==> config.mk <==
export PLATFORM = sky130hd
export DESIGN_NAME = lsu
export DESIGN_NICKNAME = d
export VERILOG_FILES = /design/src/rtl/lsu.sv
export SDC_FILE = /design/constraint.sdc
export NUM_CORES = 1
export LEC_CHECK = 0
export CAP_MARGIN = 20
export CELL_PAD_IN_SITES_DETAIL_PLACEMENT = 1
export CELL_PAD_IN_SITES_GLOBAL_PLACEMENT = 1
export CORE_MARGIN = 1
export CORE_UTILIZATION = 48
export DETAILED_ROUTE_END_ITERATION = 10
export DONT_BUFFER_PORTS = 1
export GPL_TIMING_DRIVEN = 0
export HOLD_SLACK_MARGIN = 0.02
export PLACE_DENSITY = 0.86
export SETUP_SLACK_MARGIN = 0.15
export SLEW_MARGIN = 20
export SYNTH_ARGS = -nofsm -noshare
export SYNTH_HDL_FRONTEND = slang
export SYNTH_SLANG_ARGS = --single-unit
==> constraint.sdc <==
create_clock -name clk_i -period 4.6 [get_ports clk_i]
set_input_delay 0.92 -clock clk_i [delete_from_list [all_inputs] [get_ports clk_i]]
set_output_delay 0.92 -clock clk_i [all_outputs]
set_load 0.05 [all_outputs]
==> src/rtl/lsu.sv <==
// Load/store unit: turns one core load/store request into a single memory
// transaction, sizes and replicates store data across byte lanes, and
// extracts/extends the returned lane for loads. One access in flight at a time.
module lsu (
  input  logic        clk_i,
  input  logic        reset,
  input  logic        lsu_req_i,
  input  logic        lsu_we_i,
  input  logic [2:0]  lsu_size_i,
  input  logic [31:0] lsu_addr_i,
  input  logic [31:0] lsu_wdata_i,
  output logic [31:0] lsu_rdata_o,
  output logic        lsu_stall_o,
  output logic        lsu_err_o,
  output logic        mem_req_o,
  output logic        mem_we_o,
  output logic [3:0]  mem_be_o,
  output logic [31:0] mem_addr_o,
  output logic [31:0] mem_wdata_o,
  input  logic [31:0] mem_rdata_i,
  input  logic        mem_ack_i
);

  typedef enum logic [1:0] {
    IDLE = 2'd0,
    BUSY = 2'd1,
    DONE = 2'd2
  } state_e;

  state_e      state_q, state_d;
  logic [2:0]  size_q, size_d;
  logic [1:0]  off_q, off_d;
  logic        mem_we_q, mem_we_d;
  logic [3:0]  mem_be_q, mem_be_d;
  logic [31:0] mem_addr_q, mem_addr_d;
  logic [31:0] mem_wdata_q, mem_wdata_d;
  logic [31:0] rdata_q, rdata_d;

  logic        legal_s;
  logic [3:0]  be_s;
  logic [31:0] wdata_s;
  logic [31:0] lane_s;
  logic [31:0] load_data_s;

  // Request legality: supported funct3 encoding and natural alignment.
  always_comb begin
    legal_s = 1'b0;
    case (lsu_size_i)
      3'd0, 3'd4: legal_s = 1'b1;
      3'd1, 3'd5: legal_s = (lsu_addr_i[0] == 1'b0);
      3'd2:       legal_s = (lsu_addr_i[1:0] == 2'b00);
      default:    legal_s = 1'b0;
    endcase
  end

  // Byte enables and lane-replicated store data for the incoming request.
  always_comb begin
    be_s    = 4'b0000;
    wdata_s = 32'd0;
    case (lsu_size_i[1:0])
      2'd0: begin
        be_s    = 4'b0001 << lsu_addr_i[1:0];
        wdata_s = {4{lsu_wdata_i[7:0]}};
      end
      2'd1: begin
        be_s    = 4'b0011 << lsu_addr_i[1:0];
        wdata_s = {2{lsu_wdata_i[15:0]}};
      end
      default: begin
        be_s    = 4'b1111;
        wdata_s = lsu_wdata_i;
      end
    endcase
  end

  // Select the addressed lane of the returned word and extend it by the latched size.
  always_comb begin
    lane_s      = mem_rdata_i >> {off_q, 3'b000};
    load_data_s = 32'd0;
    case (size_q)
      3'd0:    load_data_s = {{24{lane_s[7]}}, lane_s[7:0]};
      3'd1:    load_data_s = {{16{lane_s[15]}}, lane_s[15:0]};
      3'd2:    load_data_s = mem_rdata_i;
      3'd4:    load_data_s = {24'd0, lane_s[7:0]};
      3'd5:    load_data_s = {16'd0, lane_s[15:0]};
      default: load_data_s = 32'd0;
    endcase
  end

  // Next-state and capture logic; everything holds unless a transition fires.
  always_comb begin
    state_d     = state_q;
    size_d      = size_q;
    off_d       = off_q;
    mem_we_d    = mem_we_q;
    mem_be_d    = mem_be_q;
    mem_addr_d  = mem_addr_q;
    mem_wdata_d = mem_wdata_q;
    rdata_d     = rdata_q;
    case (state_q)
      IDLE: begin
        if (lsu_req_i && legal_s) begin
          state_d     = BUSY;
          size_d      = lsu_size_i;
          off_d       = lsu_addr_i[1:0];
          mem_we_d    = lsu_we_i;
          mem_be_d    = be_s;
          mem_addr_d  = {lsu_addr_i[31:2], 2'b00};
          mem_wdata_d = wdata_s;
        end else begin
          state_d = IDLE;
        end
      end
      BUSY: begin
        if (mem_ack_i) begin
          state_d = DONE;
          rdata_d = mem_we_q ? 32'd0 : load_data_s;
        end else begin
          state_d = BUSY;
        end
      end
      DONE: begin
        state_d = IDLE;
      end
      default: begin
        state_d = IDLE;
      end
    endcase
  end

  // State and captured request registers; reset wins over any in-flight ack.
  always_ff @(posedge clk_i) begin
    if (reset) begin
      state_q     <= IDLE;
      size_q      <= 3'd0;
      off_q       <= 2'd0;
      mem_we_q    <= 1'b0;
      mem_be_q    <= 4'b0000;
      mem_addr_q  <= 32'd0;
      mem_wdata_q <= 32'd0;
      rdata_q     <= 32'd0;
    end else begin
      state_q     <= state_d;
      size_q      <= size_d;
      off_q       <= off_d;
      mem_we_q    <= mem_we_d;
      mem_be_q    <= mem_be_d;
      mem_addr_q  <= mem_addr_d;
      mem_wdata_q <= mem_wdata_d;
      rdata_q     <= rdata_d;
    end
  end

  assign mem_req_o   = (state_q == BUSY);
  assign mem_we_o    = mem_we_q;
  assign mem_be_o    = mem_be_q;
  assign mem_addr_o  = mem_addr_q;
  assign mem_wdata_o = mem_wdata_q;
  assign lsu_rdata_o = rdata_q;

  // Stall covers the request cycle and the whole memory wait; error flags only fresh requests.
  assign lsu_stall_o = ((state_q == IDLE) && lsu_req_i && legal_s) || (state_q == BUSY);
  assign lsu_err_o   = (state_q == IDLE) && lsu_req_i && !legal_s;

endmodule

==> run summary <==
Figures from the implementation reports.

- The flow ran to the end, and the final reports show no timing, DRC or antenna violations.
- In the synthesized netlist, the cells that appear most often are 125 x sky130_fd_sc_hd__nand2_1, 106 x sky130_fd_sc_hd__dfxtp_1, 73 x sky130_fd_sc_hd__a21oi_1.
- After synthesis, the chip area reported by Yosys is around 4700 µm².
- The tree is rooted in a sky130_fd_sc_hd__clkbuf_8.
- The share of post-route cells with drive strength above 1 reads slightly above 10%.
- The capture point of the critical path reads lsu_stall_o.
- The count of final hold-check violations is 0.
- The uppermost layer routed is met4.
- The number of port buffers is 0.
- The buffers inserted during post-CTS setup optimization reads 0.
- The register-to-register setup slack reads 2.12 ns.
- The synthesized netlist was found by Yosys to have between 500 and 600 cells.
- The maximum number of pins on one net before global-route repair reads 19.
- The remaining antenna violation count reads 0.
- The longest incremental delay of any stage on the critical path is reported as roughly 0.45 ns.
- The actual slew at the worst max-slew pin is ~1 ns.
- The placeable core region reads around 9400 µm².
- The post-synth tally of flip-flops with integrated enable reads 0.
- The first-pass GRT wire length is about 23 mm.
- The die is roughly 100 µm wide.
- The combined global-route utilization of all metal layers is about 29%.
- The number of global-route vias before repair was between 4,000 and 5,000.
- In this run, placement finished with an instance count of approximately 700.
- The relative slew slack reads 31.30%.
- The chip area reads approximately 10,000 µm².
- The cell-internal power reads roughly 1300 µW.
- The category of cells accounting for the largest share of critical-path delay is buffers and inverters.
- The total clock buffers created by CTS is 9.
- Per the timing report, the achievable frequency comes out to ~260 MHz.
- Setup repair after global routing left no endpoint under its margin.
- STA classifies the critical path startpoint as an input pin.
- The number of nets in the layout reads about 670.
- The fraction of power consumed by sequential logic is approximately 58%.
- The mapped cell area is 4745 µm².
- The post-detailed-routing wire length is between 10 and 15 mm.
- Across the VDD grid, the largest voltage drop is between 100 and 150 µV.
- Sorting the Yosys area breakdown by cell type puts at the top sky130_fd_sc_hd__dfxtp_1.
- The cell depth of the worst setup path is 6.
- The placed cell area reads ~4900 µm².
- The most numerous cell on the critical path reads sky130_fd_sc_hd__clkbuf_1.
- Combinational logic is responsible for 12.1% of the overall power.
- The combinational cell power is roughly 240 µW.
- The count of pins on the block boundary is approximately 210.
- After layout, the worst path uses 82.17% of the clock period.
- The arrival time at the worst endpoint reads roughly 2.9 ns.
- Per STA, the worst path is made up of clkbuf_1, a21oi_1, o21bai_1, clkbuf_1, buf_2, o21ai_1.
- Per the timing report, the biggest fanout along the worst path comes to 10.
- The number of instances in the synthesized netlist reads between 500 and 600.
- TritonCTS built the clock tree.
- The pre-placement core utilization reads about half.
- The path type of the worst min-delay path is flop to flop.
- The initial antenna violation count is 0.
- The worst-case clock buffer depth reads 2.
- The endpoint of the worst-slack reg-to-reg timing path is lsu_rdata_o[24].
- The kind of end point of the critical path reads an output port.
- The async set-reset flop share out of synthesis is 0%.
- The script extracted a net switching power of around 670 µW.
- The H-tree depth reads 3.
- The vertical die dimension reported for this design is a little over 100 µm.
- The proportion of power drawn by the clock network is 30.3%.
- The worst-path cell with the longest stage delay is sky130_fd_sc_hd__clkbuf_1.
- The average cell area after synthesis reads between 8 and 9 µm².
- The final setup violation count reads 0.
- The most critical hold endpoint after final layout shows a slack of around 0.51 ns.
- With fillers left out, the area of the finished cells amounts to 5112 µm².
- In this run the power density over the cells is ~390 nW/µm².
- In the detailed route, the total length drawn on met3 is ~1.4 mm.
- The most repeated cell in the gate-level netlist after synthesis reads sky130_fd_sc_hd__nand2_1.
- The row count is 35.
- The latest clock arrival within the worst-skew pair reads 0.37 ns.
- The routability congestion estimate from global placement reads around 0.87.
- The number of warnings in the stage logs is 26.
- The sequential power reads 1140 µW.
- The number of gates resized after CTS reads 0.
- The cell depth of the worst min-delay path is 2.
- The leftover overflow at the end of global routing reads 0.
- The sum of negative setup slack reads 0 ns.
- The clock period could shrink to around 3.8 ns.
- Before antenna repair, the detailed router went through 4 iterations.
- The top cell type by area accounts for 44.73% of the synthesized area.
- For this run, the number of Yosys warnings is 0.
- The share of the Yosys chip area taken by registers is about 45%.
- The met1 routed wirelength after detailed routing is 6.097 mm.
- For this block, the via count after detailed routing is 4,291.
==> final cells by class <==
| cell class | instances | area, µm² |
|---|---|---|
| sequential | 106 | 2122 |
| fill | 1139 | 4303 |
| clock buffer | 9 | 123.9 |
| multi-input combinational | 392 | 2384 |
| inverter | 5 | 18.77 |
| buffer | 50 | 229.0 |
| tap | 129 | 161.4 |
| clock inverter | 6 | 73.82 |
==> per-stage QoR <==
step | worst slack (ns) | utilization [%]
2_1_floorplan | 1.206 | -
3_3_place_gp | 0.6238 | 52.15
3_5_place_dp | 0.8247 | 52.20
4_1_cts | 0.8108 | 54.30
5_1_grt | 0.6140 | 54.30
6_report | 0.8201 | 54.30
==> metal layers <==
metal,vias up,GRT usage [%]
met2,179,47.62
met4,0,12.93
li1,2001,-
met3,32,8.903
met5,-,0
met1,2079,34.10
==> flip-flops by register name, summed over array words and instances (netlist names) <==
signal / cells
lsu_rdata_o: 32
mem_addr_o: 30
mem_be_o: 4
mem_wdata_o: 32
mem_we_o: 1
off_q: 2
size_q: 3
state_q: 2
==> worst min path at each step <==
stage | from | endpoint | slack (ns)
2_1_floorplan | size_q[2] | size_q[2] | 0.45
3_3_place_gp | size_q[2] | size_q[2] | 0.47
3_5_place_dp | size_q[2] | size_q[2] | 0.47
4_1_cts | size_q[2] | size_q[2] | 0.50
5_1_grt | size_q[2] | size_q[2] | 0.52
6_report | size_q[2] | size_q[2] | 0.51
==> logic make-up after synthesis <==
family | count (synthesis) | share of synthesized area (%)
buf+inv | 55 | 5.221
simple gates | 196 | 18.09
flops | 106 | 44.73
other cells | 1 | 0.07904
mux | 32 | 8.861
compound gates | 162 | 23.02
final_clocks.png
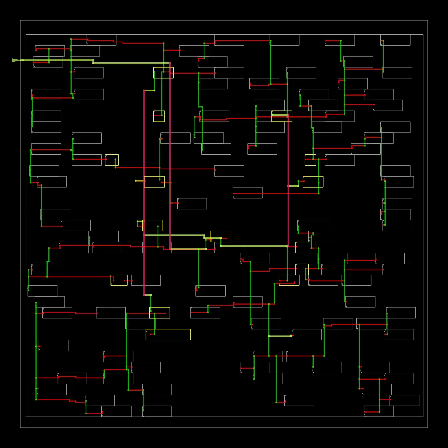
num sequential: 106
number of sinks handled by clock tree synthesis: 106
setup skew after layout: 0.01491 ns
layout clock buffer count: 9
power consumed by the clock network: 597 µW

registers.png
Other sequential cells in the stronger grey, the rest of the logic in the fainter grey.
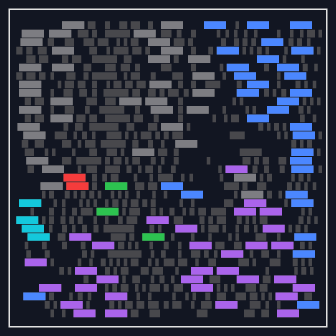
Key: green = size_q [flops 3]; blue = mem_addr_o [flops 30]; red = off_q [flops 2]; cyan = mem_be_o [flops 4]; purple = mem_wdata_o [flops 32]
Another 35 sequential cells are not coloured.
Seq area share: 41.51%
FF+latch area: 2122 µm²

zoom.png
Window x 0 to 50, y 51 to 101 µm. Cells in grey, sequential cells in the stronger grey; small squares are vias.
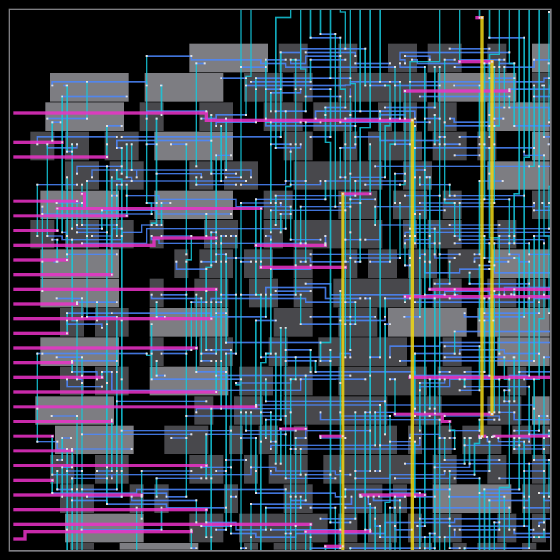
Key: blue = met1; magenta = met3; yellow = met4; cyan = met2
137 logic cells have their middle in the window. Sequential cells in the window: 23. Netlist names of flops here include lsu_rdata_o (23). Most frequent: dfxtp_1 (23), a32oi_1 (16), nand2_1 (13).

gate_families.png
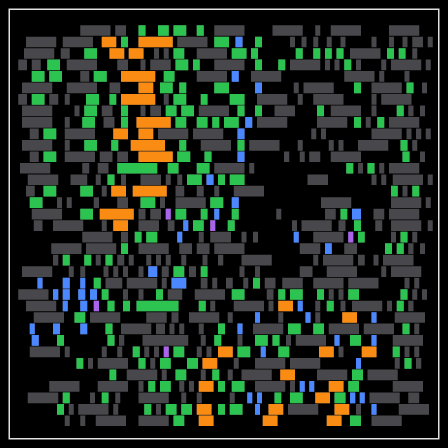
Key: green = inverting AOI/OAI gates [cells 160, most used a21oi_1, where all over the die]; orange = multiplexers [cells 32, most used mux2i_1]; purple = inverters [cells 5, most used inv_1]; blue = NOR gates [cells 46, most used nor2_1]
multi-input gate share of total cell area: 46.62%
highest-count logic cell in the final layout: sky130_fd_sc_hd__nand2_1
final instance count without filler cells: 697

Power and IR drop assume default switching activity.
